## src/rtl/pipe_ctrl_pkg.sv

```systemverilog
// pipe_ctrl_pkg: shared constants and state encodings for the pipeline
// stall/flush sequencer.
//   NSTG           number of pipeline stages
//   STG_IF..STG_WB bit index of each stage in the stall/flush vectors
//   ex_state_e     EX divider handshake FSM states
//   mem_state_e    MEM dmem handshake FSM states
package pipe_ctrl_pkg;

   localparam int NSTG   = 5;
   localparam int STG_IF = 0;
   localparam int STG_ID = 1;
   localparam int STG_EX = 2;
   localparam int STG_MEM = 3;
   localparam int STG_WB = 4;

   typedef enum logic [1:0] {
      E_IDLE = 2'd0,
      E_BUSY = 2'd1,
      E_DONE = 2'd2
   } ex_state_e;

   typedef enum logic {
      M_IDLE = 1'b0,
      M_WAIT = 1'b1
   } mem_state_e;

endpackage

```

## src/rtl/pipe_mem_waiter.sv

```systemverilog
// pipe_mem_waiter: MEM-stage dmem request/ack handshake plus wait timeout.
//   clk, rstn     clock, async active-low reset
//   mem_req_i     MEM holds a valid load/store
//   mem_ack_i     dmem acknowledge
//   mem_req_o     dmem request (0 while in reset)
//   mem_stall_o   request outstanding and not acknowledged this cycle
//   err_o         sticky timeout flag, cleared only by reset
module pipe_mem_waiter
   import pipe_ctrl_pkg::*;
#(
   parameter int MEM_TIMEOUT = 255
) (
   input  logic clk,
   input  logic rstn,
   input  logic mem_req_i,
   input  logic mem_ack_i,
   output logic mem_req_o,
   output logic mem_stall_o,
   output logic err_o
);

   localparam int CW = $clog2(MEM_TIMEOUT + 1);
   localparam logic [CW-1:0] CMAX = CW'(MEM_TIMEOUT);

   mem_state_e      r_state, w_state_nxt;
   logic [CW-1:0]   r_cnt, w_cnt_nxt;
   logic            r_err;
   logic            w_req;
   logic            w_wait_tick;

   always_ff @(posedge clk or negedge rstn) begin
      if (!rstn) begin
         r_state <= M_IDLE;
         r_cnt   <= '0;
         r_err   <= 1'b0;
      end else begin
         r_state <= w_state_nxt;
         r_cnt   <= w_cnt_nxt;
         if (w_wait_tick && (w_cnt_nxt == CMAX))
            r_err <= 1'b1;
      end
   end

   always_comb begin
      w_state_nxt = r_state;
      w_req       = 1'b0;
      case (r_state)
         M_IDLE: begin
            w_req = mem_req_i;
            // same-cycle ack is a zero-wait access: no M_WAIT visit
            if (mem_req_i && !mem_ack_i)
               w_state_nxt = M_WAIT;
         end
         M_WAIT: begin
            w_req = 1'b1;
            if (mem_ack_i)
               w_state_nxt = M_IDLE;
         end
         default: w_state_nxt = M_IDLE;
      endcase
   end

   // counter only runs on unacknowledged wait cycles; any other cycle,
   // including the ack that leaves M_WAIT, clears it
   assign w_wait_tick = (r_state == M_WAIT) && !mem_ack_i;

   always_comb begin
      w_cnt_nxt = '0;
      if (w_wait_tick)
         w_cnt_nxt = (r_cnt == CMAX) ? r_cnt : r_cnt + CW'(1);
   end

   // rstn gating keeps the combinational request low during reset
   assign mem_req_o   = w_req & rstn;
   assign mem_stall_o = mem_req_o & ~mem_ack_i;
   assign err_o       = r_err;

endmodule

```

## src/rtl/pipe_ctrl.sv

```systemverilog
// pipe_ctrl: stall/flush sequencer for the 5-stage pipeline.
//   clk, rstn      clock, async active-low reset
//   ld_hazard_i    load-use hazard request
//   br_redirect_i  EX branch mispredict (held while EX frozen)
//   div_req_i      EX holds a div/mod; div_done_i divider result pulse
//   div_start_o    divider start pulse
//   mem_req_i/mem_ack_i/mem_req_o  dmem handshake
//   stall_o        per-stage pipeline register hold (bit = stage index)
//   flush_o        per-stage bubble insert
//   redirect_o     accepted redirect
//   err_o          sticky MEM timeout flag
// Priority: MEM stall > EX stall > redirect > load-use hazard.
module pipe_ctrl
   import pipe_ctrl_pkg::*;
#(
   parameter int MEM_TIMEOUT = 255
) (
   input  logic            clk,
   input  logic            rstn,
   input  logic            ld_hazard_i,
   input  logic            br_redirect_i,
   input  logic            div_req_i,
   input  logic            div_done_i,
   output logic            div_start_o,
   input  logic            mem_req_i,
   input  logic            mem_ack_i,
   output logic            mem_req_o,
   output logic [NSTG-1:0] stall_o,
   output logic [NSTG-1:0] flush_o,
   output logic            redirect_o,
   output logic            err_o
);

   ex_state_e       r_ex_state, w_ex_nxt;
   logic            w_div_start;
   logic            w_ex_stall;
   logic            w_mem_stall;
   logic [NSTG-1:0] w_stall, w_flush;
   logic            w_redir;

   pipe_mem_waiter #(.MEM_TIMEOUT(MEM_TIMEOUT)) u_mem (
      .clk         (clk),
      .rstn        (rstn),
      .mem_req_i   (mem_req_i),
      .mem_ack_i   (mem_ack_i),
      .mem_req_o   (mem_req_o),
      .mem_stall_o (w_mem_stall),
      .err_o       (err_o)
   );

   always_ff @(posedge clk or negedge rstn) begin
      if (!rstn) r_ex_state <= E_IDLE;
      else       r_ex_state <= w_ex_nxt;
   end

   // E_DONE burns one cycle so the still-held div_req_i cannot
   // restart the divider before ID->EX advances
   always_comb begin
      w_ex_nxt    = r_ex_state;
      w_div_start = 1'b0;
      case (r_ex_state)
         E_IDLE: if (div_req_i) begin
            w_div_start = 1'b1;
            w_ex_nxt    = E_BUSY;
         end
         E_BUSY: if (div_done_i) w_ex_nxt = E_DONE;
         E_DONE: w_ex_nxt = E_IDLE;
         default: w_ex_nxt = E_IDLE;
      endcase
   end

   assign div_start_o = w_div_start & rstn;
   assign w_ex_stall  = (w_div_start | (r_ex_state == E_BUSY)) & rstn;

   always_comb begin
      w_stall = '0;
      w_flush = '0;
      w_redir = 1'b0;
      if (w_mem_stall) begin
         w_stall[STG_IF]  = 1'b1;
         w_stall[STG_ID]  = 1'b1;
         w_stall[STG_EX]  = 1'b1;
         w_stall[STG_MEM] = 1'b1;
         w_flush[STG_WB]  = 1'b1;
      end else if (w_ex_stall) begin
         w_stall[STG_IF]  = 1'b1;
         w_stall[STG_ID]  = 1'b1;
         w_stall[STG_EX]  = 1'b1;
         w_flush[STG_MEM] = 1'b1;
      end else if (br_redirect_i) begin
         // wrong-path ID and EX instructions are discarded, which also
         // makes any pending load-use hazard moot
         w_flush[STG_ID] = 1'b1;
         w_flush[STG_EX] = 1'b1;
         w_redir         = 1'b1;
      end else if (ld_hazard_i) begin
         w_stall[STG_IF] = 1'b1;
         w_stall[STG_ID] = 1'b1;
         w_flush[STG_EX] = 1'b1;
      end
   end

   assign stall_o    = rstn ? w_stall : '0;
   assign flush_o    = rstn ? w_flush : '0;
   assign redirect_o = w_redir & rstn;

endmodule

```

## config.mk

```make
export PLATFORM = sky130hd
export DESIGN_NAME = pipe_ctrl
export DESIGN_NICKNAME = d
export VERILOG_FILES = /design/src/rtl/pipe_ctrl_pkg.sv /design/src/rtl/pipe_mem_waiter.sv /design/src/rtl/pipe_ctrl.sv
export SDC_FILE = /design/constraint.sdc
export NUM_CORES = 1
export LEC_CHECK = 0
export CAP_MARGIN = 15
export CORE_MARGIN = 10
export CORE_UTILIZATION = 48
export CTS_BUF_LIST = sky130_fd_sc_hd__clkbuf_16
export CTS_CLUSTER_SIZE = 12
export DETAILED_ROUTE_END_ITERATION = 12
export PLACE_DENSITY = 0.81
export SKIP_LAST_GASP = 1
export SYNTH_ARGS = -nofsm -noshare
export SYNTH_HDL_FRONTEND = slang
export SYNTH_SLANG_ARGS = --single-unit
```

## constraint.sdc

```tcl
create_clock -name clk -period 3 [get_ports clk]
set_input_delay 0.9 -clock clk [delete_from_list [all_inputs] [get_ports clk]]
set_output_delay 0.9 -clock clk [all_outputs]
set_load 0.01 [all_outputs]
```

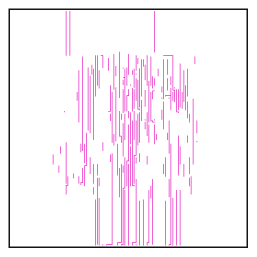
Run 1: the metal 2 layer
(4 px per um)
wire length on this layer: 1050 um
main direction: vertical
longest straight run: 25.2 um
nets with wire on the layer: 108
met2 GRT Util: 20.12%
routed vias: 705
total wire length: 1836 um

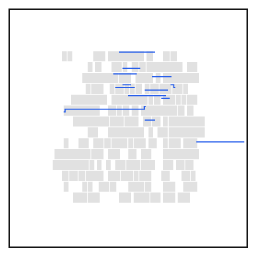
Run 1: signal wires on met3
(4 px per um) Cells faint in the background.
wire length on this layer: 83.2 um
share of all routed wire: 4.5%
main direction: horizontal
longest straight run: 19.8 um
nets with wire on the layer: 11
routing usage on met3: 4.721%

==> changes_impl.md, run 1 <==
### Physical design

- Outcome: finished clean
- Worst hold path cell count: 1
- Clock Power Share: around 47%
- Slew Viols, Final: 0
- Metal-1 WL: just over 700 um
- Fin Hold WS: roughly 0.47 ns
- PwrDens: around 500 nW/um2
- Die area: around 3500 um2
- Combinational Power Share: between 10% and 20%
- Global Route met1 Usage: a little over an eighth
- I/O Pins: 22
- Sink Count: 12
- Latency at later pin: roughly 0.24 ns
- Reg-to-Reg End: u_mem.err_o$_DFFE_PN0P_
- Top Layer Used: met3
- Pleak: just over 0.5 nW
- # placed instances: about 130
- Netlist cell types: 32
- WL met2: approximately 1000 um
- End point of the worst hold path: r_ex_state[1]$_DFFE_PN0P_
- Crit share post-route: a little over nine tenths
- Clk buf depth: 2
- Placed Area: 953.4 um2
- Largest cells by area: dfrtp_1 41%, buf_4 7.1%, nor2_1 6.6%
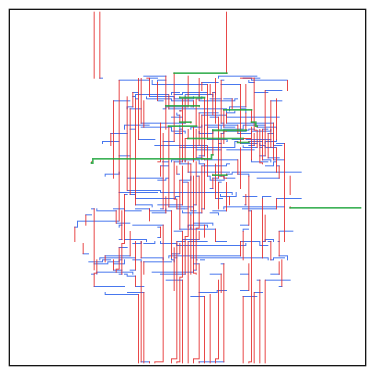
Run 1: signal wires by layer
(6 px per um)
[M2] red | wire length: 1050 um
[M1] blue | wire length: 707 um
[M3] green | wire length: 83.2 um
per-cell routed wire length: 14.12 um
GRT Util Overall: 11.86%

-- run 1: cell type report --
type | instances | area, um2
Fill cell | 119 | 435.4
Clock buffer | 3 | 75.07
Tap cell | 16 | 20.02
Timing Repair Buffer | 28 | 242.7
Multi-Input combinational cell | 67 | 382.9
Inverter | 3 | 11.26
Clock inverter | 1 | 3.754
Sequential cell | 12 | 300.3
-- run 1: cells by family after synthesis --
kind of cell	count (synthesis)	share of synthesized area, %
fa+ha+maj	1	1.700
simple gates	47	31.64
mux	1	1.361
flops	12	40.82
buf+inv	11	9.183
compound gates	14	12.42
xor+xnor	2	2.381
other cells	1	0.5097
-- run 1: what timing repair did --
| item | CTS | global route |
|---|---|---|
| hold buffers | 0 | 0 |
| setup buffers | 2 | 0 |
| endpoints found under the setup margin | 11 | 5 |
| pin swaps | 5 | 3 |
| gates resized | 26 | 3 |
-- run 1: synthesized netlist by cell type --
cell	instances
nor3_1	4
and2_1	1
nor2b_1	1
nor3b_1	1
dfrtp_1	12
nand4b_1	1
a21o_1	1
or2_2	1
nand4_1	2
a21boi_0	1
inv_1	3
nand2b_1	3
and4_1	1
o31ai_1	1
o2111ai_1	1
ha_1	1
a31oi_1	1
and3_2	1
nor2_1	13
xnor2_1	2
buf_4	7
o211a_1	1
mux2i_1	1
nand2_1	10
o21ai_0	2
a21oi_1	5
conb_1	1
nand3_1	5
a21oi_2	1
clkbuf_1	1
or3_1	1
and3_1	2
-- run 1: worst max-delay path, stage by stage --
cell	delay [ns]
dlygate4sd2_1	0.28
buf_6	0.16
nor2b_1	0.13
clkdlybuf4s50_1	0.55
-- run 1: state kept, by name (all words and copies together), names as in the netlist --
register,cells
u_mem.err_o,1
r_ex_state,2
u_mem.r_cnt,8
u_mem.r_state,1
==> run 1 -> run 2 <==
--- a/config.mk
+++ b/config.mk
@@ -5,7 +5,7 @@
 export SDC_FILE = /design/constraint.sdc
 export NUM_CORES = 1
 export LEC_CHECK = 0
-export CAP_MARGIN = 15
+export CAP_MARGIN = 20
 export CORE_MARGIN = 10
 export CORE_UTILIZATION = 48
 export CTS_BUF_LIST = sky130_fd_sc_hd__clkbuf_16
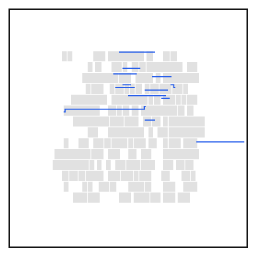
Run 2: signal wires on met3
(4 px per um) Cells faint in the background.

==> changes_impl.md, run 2 <==
### Physical design

- Clock Power Share: approximately 47%
- Logic area: 382.9 um2
- Critical path, cell by cell: dlygate4sd2_1, buf_6, nor2b_1, clkdlybuf4s50_1
- Placed Area: 953.4 um2
- Latency at later pin: about 0.24 ns
- WP buf/inv: 3
- Combinational Power Share: 18.0%
- Outcome: finished clean
- Largest cells by area: dfrtp_1 41%, buf_4 7.1%, nor2_1 6.6%
- Seq. cell area: roughly 300 um2
- Sink Count: 12
- Hold-fix buffers at CTS: 0
- Max FFs per register: 8
- Synth top cell by count: nor2_1
- Fin Hold WS: 0.4664 ns
- Async SR Flop Fraction: 100.0%
- Clk buf depth: 2
- Fillers: around 120
- I/O Pins: 22
- Largest register by flop count: u_mem.r_cnt
- CP delay by family, top: buffers and inverters
- Slew Viols, Final: 0
- # placed instances: approximately 130
- Per-cell routed wire length: 14.12 um
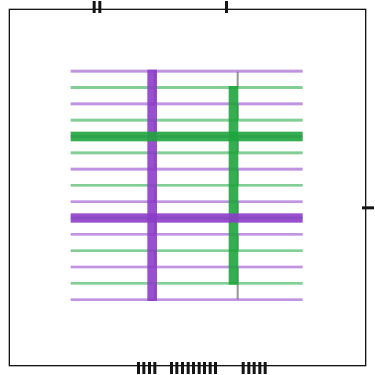
Run 2: power grid
(6 px per um) Pins as bars on the die edge. Tap cells in gray.
[VSS] purple
[VDD] green
rows: 14
met1 rails: 15
tap cells: 16
Worst VDD drop: 0.5542 mV
chip height: 59.15 um
core area: 1471 um2

==> run 2: cell counts after synthesis <==
No cell type changed its count.
==> run 2: routing by layer <==
metal  part of all wire [%]  vias up  GRT usage [%]
li1                       -      349              -
met1                     38      331          13.09
met2                     57       25          20.12
met3                    4.5        0          4.721
met4                      0        0          3.934
met5                      0        -              0
==> run 2: layout make-up <==
| type | instances | area share (%) |
|---|---|---|
| well taps | 16 | 1.932 |
| flip-flops and latches | 12 | 28.99 |
| repair buffers | 28 | 23.43 |
| multi-input cells | 67 | 36.96 |
| inverters | 3 | 1.087 |
| clock inverters | 1 | 0.3623 |
| clock buffers | 3 | 7.246 |
==> run 2: cells by family after synthesis <==
family                   after synthesis  synth area share (%)
buffers and inverters                 11                 9.183
AND-OR/OR-AND                         14                 12.42
XOR/XNOR                               2                 2.381
AND/OR/NAND/NOR                       47                 31.64
adder cells (fa/ha/maj)                1                 1.700
other                                  1                0.5097
multiplexers                           1                 1.361
flip-flops                            12                 40.82
==> run 2: path summary, 6_finish.rpt <==
path / from / end / depth (start not counted)
min: r_ex_state[1]$_DFFE_PN0P_ / r_ex_state[1]$_DFFE_PN0P_ / 1
min in group asynchronous: rstn / u_mem.r_cnt[3]$_DFF_PN0_ / 2
max reg2reg: u_mem.r_cnt[0]$_DFF_PN0_ / u_mem.err_o$_DFFE_PN0P_ / 5
min reg2reg: r_ex_state[1]$_DFFE_PN0P_ / r_ex_state[1]$_DFFE_PN0P_ / 1
max: rstn / mem_req_o / 4
max in group asynchronous: rstn / u_mem.r_cnt[4]$_DFF_PN0_ / 3
==> run 2: timing repair <==
action / CTS / global route
pin swaps: 5 / 3
setup endpoints to repair: 11 / 5
buffers inserted: 2 / 0
hold endpoints to repair: 0 / 0
gates resized: 26 / 3
Power figures rest on the tool's default switching activity, not on a simulated workload.
